run_1/closeup.png
Region (47, 47) to (72, 72) µm. Cells in gray, sequential cells in the stronger gray; small squares are vias.
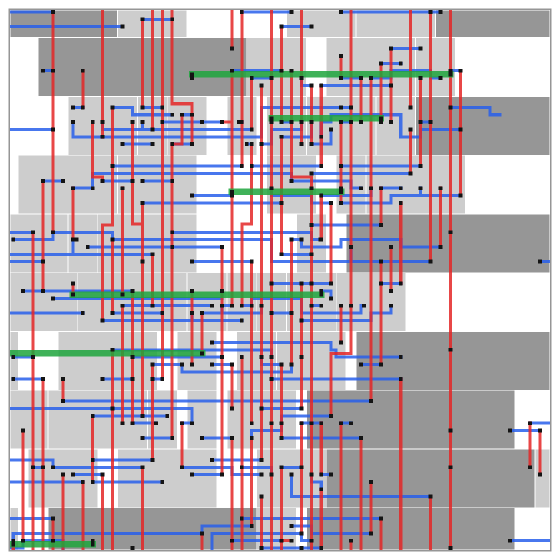
run_1/gates.png
(3 px per µm)
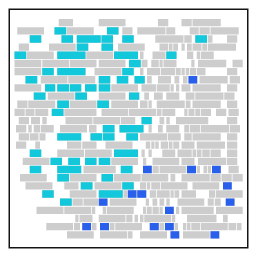
run_1/congestion_map.png
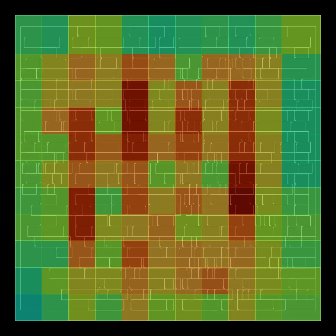
run_1/ff_map.png
(6 px per µm)
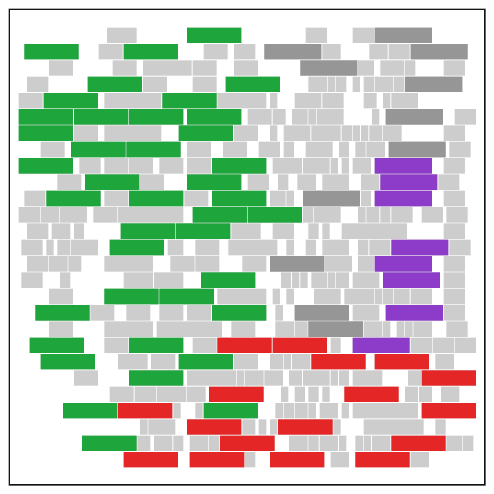
===== src/rtl/seven_seg_pkg.sv =====
`default_nettype none
// +----------------------------------------------------------------------------+
// | Package  : seven_seg_pkg                                                   |
// | Purpose  : Shared constants and types for the seven-segment scanner.       |
// | Revision : 1.0 - initial release                                           |
// +----------------------------------------------------------------------------+
package seven_seg_pkg;

    localparam logic [6:0] SEG_OFF = 7'b1111111;

    // Active-low {A,B,C,D,E,F,G}; element 15 listed first.
    localparam logic [15:0][6:0] SEG_TABLE = {
        7'b0111000, 7'b0110000, 7'b1000010, 7'b0110001,
        7'b1100000, 7'b0001000, 7'b0000100, 7'b0000000,
        7'b0001111, 7'b0100000, 7'b0100100, 7'b1001100,
        7'b0000110, 7'b0010010, 7'b1001111, 7'b0000001
    };

    typedef struct packed {
        logic [3:0] value;
        logic       dp;
    } digit_entry_t;

endpackage
`default_nettype wire


===== src/rtl/seg_decoder.sv =====
`default_nettype none
// +----------------------------------------------------------------------------+
// | Module   : seg_decoder                                                     |
// | Purpose  : Hex nibble to active-low seven-segment pattern.                 |
// | Revision : 1.0 - initial release                                           |
// +----------------------------------------------------------------------------+
module seg_decoder
    import seven_seg_pkg::*;
(
    input  logic [3:0] hex_i,
    output logic [6:0] seg_o
);

    assign seg_o = SEG_TABLE[hex_i];

endmodule
`default_nettype wire


===== src/rtl/seven_seg_scan.sv =====
`default_nettype none
// +----------------------------------------------------------------------------+
// | Module   : seven_seg_scan                                                  |
// | Purpose  : Time-multiplexed driver for NUM_DIGITS hex digits with DP.      |
// | Revision : 1.0 - initial release                                           |
// +----------------------------------------------------------------------------+
module seven_seg_scan
    import seven_seg_pkg::*;
#(
    parameter int NUM_DIGITS  = 8,
    parameter int REFRESH_DIV = 100000
)
(
    input  logic                                                  clk,
    input  logic                                                  rst_n,
    input  logic                                                  wr_en,
    input  logic [((NUM_DIGITS > 1) ? $clog2(NUM_DIGITS) : 1)-1:0] wr_addr,
    input  logic [3:0]                                            wr_data,
    input  logic                                                  wr_dp,
    input  logic [NUM_DIGITS-1:0]                                 dig_en,
    output logic                                                  A,
    output logic                                                  B,
    output logic                                                  C,
    output logic                                                  D,
    output logic                                                  E,
    output logic                                                  F,
    output logic                                                  G,
    output logic                                                  DP,
    output logic [NUM_DIGITS-1:0]                                 AN
);

    localparam int AW = (NUM_DIGITS > 1) ? $clog2(NUM_DIGITS) : 1;
    localparam int CW = $clog2(REFRESH_DIV);

    localparam logic [CW-1:0] c_TICK = CW'(REFRESH_DIV - 1);
    localparam logic [AW-1:0] c_LAST = AW'(NUM_DIGITS - 1);
    localparam logic [AW:0]   c_NUM  = (AW + 1)'(NUM_DIGITS);

    if ((NUM_DIGITS < 1) || (NUM_DIGITS > 16)) begin : g_bad_num_digits
        $error("seven_seg_scan: NUM_DIGITS must be in 1..16");
    end
    if (REFRESH_DIV < 2) begin : g_bad_refresh_div
        $error("seven_seg_scan: REFRESH_DIV must be >= 2");
    end

    logic [CW-1:0]         cnt_q, cnt_d;
    logic [AW-1:0]         idx_q, idx_d;
    digit_entry_t          mem_q [NUM_DIGITS];
    logic [NUM_DIGITS-1:0] an_q, an_d;
    logic [6:0]            seg_q, seg_d;
    logic                  dp_q, dp_d;

    logic                  w_tick;
    logic                  w_wr_ok;
    logic [NUM_DIGITS-1:0] w_sel;
    logic                  w_on;
    logic [6:0]            w_seg;

    assign w_tick  = (cnt_q == c_TICK);
    assign w_wr_ok = wr_en && ({1'b0, wr_addr} < c_NUM);

    seg_decoder u_dec (
        .hex_i (mem_q[idx_q].value),
        .seg_o (w_seg)
    );

    always_comb begin
        cnt_d = w_tick ? '0 : cnt_q + 1'b1;
        idx_d = idx_q;
        if (w_tick) begin
            idx_d = (idx_q == c_LAST) ? '0 : idx_q + 1'b1;
        end

        // A disabled slot still occupies its time but drives nothing.
        w_sel = NUM_DIGITS'(1) << idx_q;
        w_on  = |(w_sel & dig_en);
        an_d  = ~(w_sel & dig_en);
        seg_d = w_on ? w_seg : SEG_OFF;
        dp_d  = w_on ? ~mem_q[idx_q].dp : 1'b1;
    end

    always_ff @(posedge clk or negedge rst_n) begin
        if (!rst_n) begin
            cnt_q <= '0;
            idx_q <= '0;
            an_q  <= '1;
            seg_q <= SEG_OFF;
            dp_q  <= 1'b1;
        end else begin
            cnt_q <= cnt_d;
            idx_q <= idx_d;
            an_q  <= an_d;
            seg_q <= seg_d;
            dp_q  <= dp_d;
        end
    end

    always_ff @(posedge clk or negedge rst_n) begin
        if (!rst_n) begin
            for (int i = 0; i < NUM_DIGITS; i++) begin
                mem_q[i] <= '0;
            end
        end else if (w_wr_ok) begin
            mem_q[wr_addr] <= '{value: wr_data, dp: wr_dp};
        end
    end

    assign {A, B, C, D, E, F, G} = seg_q;
    assign DP = dp_q;
    assign AN = an_q;

endmodule
`default_nettype wire


===== config.mk =====
export PLATFORM = sky130hd
export DESIGN_NAME = seven_seg_scan
export DESIGN_NICKNAME = d
export VERILOG_FILES = /design/src/rtl/seven_seg_pkg.sv /design/src/rtl/seg_decoder.sv /design/src/rtl/seven_seg_scan.sv
export SDC_FILE = /design/constraint.sdc
export NUM_CORES = 1
export LEC_CHECK = 0
export CAP_MARGIN = 5
export CORE_UTILIZATION = 61
export DETAILED_ROUTE_END_ITERATION = 10
export PLACE_DENSITY = 0.83
export SLEW_MARGIN = 25
export SYNTH_ARGS = -nofsm -noshare
export SYNTH_HDL_FRONTEND = slang
export SYNTH_SLANG_ARGS = --single-unit

===== constraint.sdc =====
create_clock -name clk -period 6.35 [get_ports clk]
set_input_delay 1.5875 -clock clk [delete_from_list [all_inputs] [get_ports clk]]
set_output_delay 1.5875 -clock clk [all_outputs]
set_load 0.01 [all_outputs]

==> impl_metrics.ini, run 1 <==
; yosys + openroad results
[cts]
cts.clk_slew.worst_paths_ns = 0.07
h-tree-depth = 3
cts_setup_buffers = 0
cts.repair.resized = 0

[critical_path]
worstPathRequired_ns = 6.58
critPathKind = input pin to flip-flop

[pwr]
p_sw_frac = 0.237
power_frac_clock = 0.378
pg_clk_uw = 491
p_seq_uw = 591
irDropWorstVdd_mv = 0.179
pwr-share-seq = 0.455

[placed_design]
place_inst = 379
preCtsSetupSlack_ns = 2.94

[timing]
worst_slew_pin_slew_ns = 0.780
fin_crit_ns = 3.09

[floorplan]
fp-utilization = 0.645

[cells_and_area]
layoutNonFillerInstCount = 396
flop_area_mm2 = 0.00192
sh_comb_area = 0.375
mostFrequentLayoutCell = dfrtp_1

[yosys]
ys_cells = 278
synth-compound-area-share = 0.0367
area_leaders = dfrtp_1 41%, mux2_2 13%, dfstp_2 12%
syn-cell-area_mm2 = 0.00362

[status]
outcome = completed
-- closeup.png (at the start) --
[M1] blue
[M2] red
[M3] green
sequential cells in the window: 8
cells with their middle in the window: 46
most frequent: dfstp_2 (8), ha_1 (6)
netlist names of flops here include: seg_q (4), AN (3)

-- gates.png (at the start) --
[mux cells] cyan | cells: 56
[xor and xnor cells] blue | cells: 16

-- congestion_map.png (at the start) --
Total GRT Usage: 0.248
DR WL/cell: 17.8 µm
met2 usage: 0.391
M3 GR Usage: 0.0552

-- ff_map.png (at the start) --
[AN] purple | sequential cells: 8 | where: right middle
[cnt_q] red | sequential cells: 17
[mem_q] green | sequential cells: 40

==> run 1: layer usage <==
layer  wire length (µm)  part of all wire  track usage  vias up
li1                   -                 -            -     1095
met1               3220              0.46        0.328     1213
met2               3390              0.48        0.391       61
met3                284             0.040       0.0552       14
met4                161             0.023        0.115        0
met5                  0                 0            0        -
==> run 1: sequential cells by signal, summed over array words and instances (netlist names) <==
name   count
DP         1
seg_q      7
AN         8
idx_q      3
cnt_q     17
mem_q     40
==> run 1: worst paths after layout <==
check                            end  slack, ns  cells past startpoint
max in group asynchronous         DP       4.49                      3
min in group asynchronous  cnt_q[12]       1.23                      2
hold / removal              cnt_q[0]       0.48                      1
setup / recovery           mem_q[39]       3.26                      4
hold reg to reg             cnt_q[0]       0.48                      1
setup reg to reg            seg_q[3]       3.53                      7
run_1/m1.png
(3 px per µm)
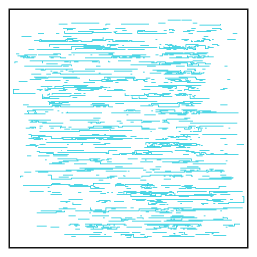

==> inputs of run 2 (changes only) <==
CORE_UTILIZATION = 51   (was 61)
PLACE_DENSITY = 0.74   (was 0.83)
clock period = 2.68 ns   (was 6.35 ns; I/O delays follow)
run_2/m1.png
(3 px per µm)
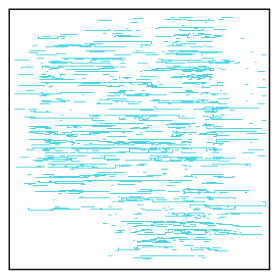
share of all routed wire: 46%
main direction: horizontal
longest straight run: 31.3 µm
wire length on this layer: 3,170 µm

run_2/congestion_map.png
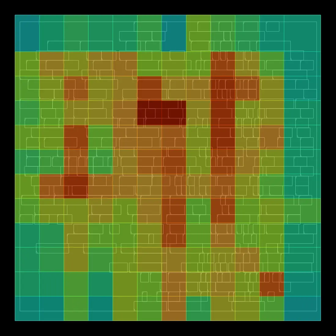
Most Crowded Layer GR: met2
DR WL/cell: 16.2 µm

==> impl_metrics.ini, run 2 <==
; yosys + openroad results
[yosys]
ys_cells = 278
top_area_cell = dfrtp_1
syn-cell-area_mm2 = 0.00362
synth_seq_share = 0.531

[grt]
grt_use_met1 = 0.289
antenna_found_initial = 0
groute.layer.met2.usage = 0.320
grt_use_total = 0.209
met3_usage = 0.0371

[cells_and_area]
largest_reg_flops = 40
layoutNonFillerInstCount = 424
mostFrequentLayoutCell = dfrtp_1
flop_area_mm2 = 0.00192
top_register = mem_q
sh_comb_area = 0.378
seq_cells = 76

[pwr]
pwr-share-seq = 0.509
p_sw_frac = 0.263
irDropWorstVdd_mv = 0.347
power_frac_clock = 0.307

[status]
outcome = completed

[drt]
top_layer = met4
dr_wl_met3_um = 303
drt-met1-wl_um = 3170
routed-wl-met2_um = 3230

[placed_design]
place_inst = 408
dp_hpwl_um = 4900
preCtsSetupSlack_ns = 0.249

[floorplan]
fp-utilization = 0.530

[timing]
worst_slew_pin_slew_ns = 0.527
finClkSkew_ns = 0.00720
fin_crit_ns = 2.45

[critical_path]
worstPathRequired_ns = 2.95
regToRegSetupSlack_ns = 0.23
critPathKind = flip-flop to flip-flop
critPathCaptureType = flip-flop
worst_r2r_endpoint = seg_q[3]
crit_cells = 6

[cts]
cts_setup_buffers = 0
h-tree-depth = 3
run_2/closeup.png
Region (52, 52) to (77, 77) µm. Cells in gray, sequential cells in the stronger gray; small squares are vias.
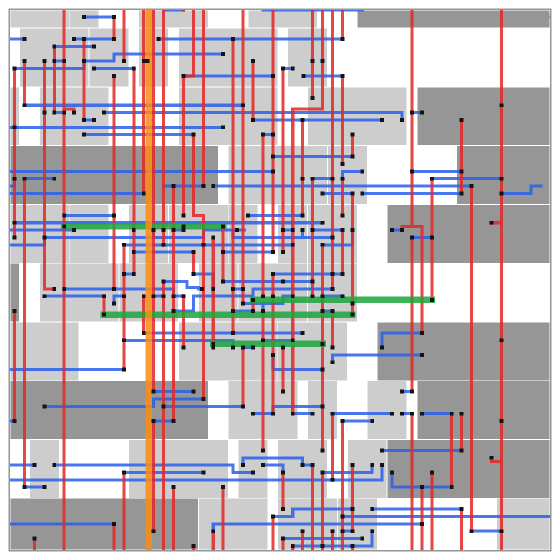
[M3] green
[M2] red
[M4] orange
[M1] blue
cells with their middle in the window: 45
netlist names of flops here include: AN (3), seg_q (3)
sequential cells in the window: 8
most frequent: dfstp_2 (7), ha_1 (6)

[run 2: cell count changes in the layout (fill, tap and decap cells not counted)]
cell / delta
clkinv_4: +2
clkbuf_8: -1
bufinv_16: -3
clkbuf_1: +1
buf_4: +4
buf_12: +1
clkinvlp_4: -1
clkinv_2: +2
buf_16: -1
[run 2: kinds of logic after synthesis]
logic type	after synthesis	share of synthesized area
fa+ha+maj	13	0.0450
simple gates	83	0.124
flops	76	0.531
mux	56	0.203
compound gates	19	0.0367
buf+inv	15	0.0221
xor+xnor	16	0.0387
[run 2: power by group through the flow]
stage,Clock (mW),Combinational [mW],Sequential [mW]
floorplan,0,0.320,1.41
global placement,0,0.495,1.42
detailed placement,0,0.511,1.43
CTS,0.871,0.514,1.41
global route,0.920,0.558,1.43
finish,0.850,0.511,1.41
Power is estimated from default activity; no workload was simulated.
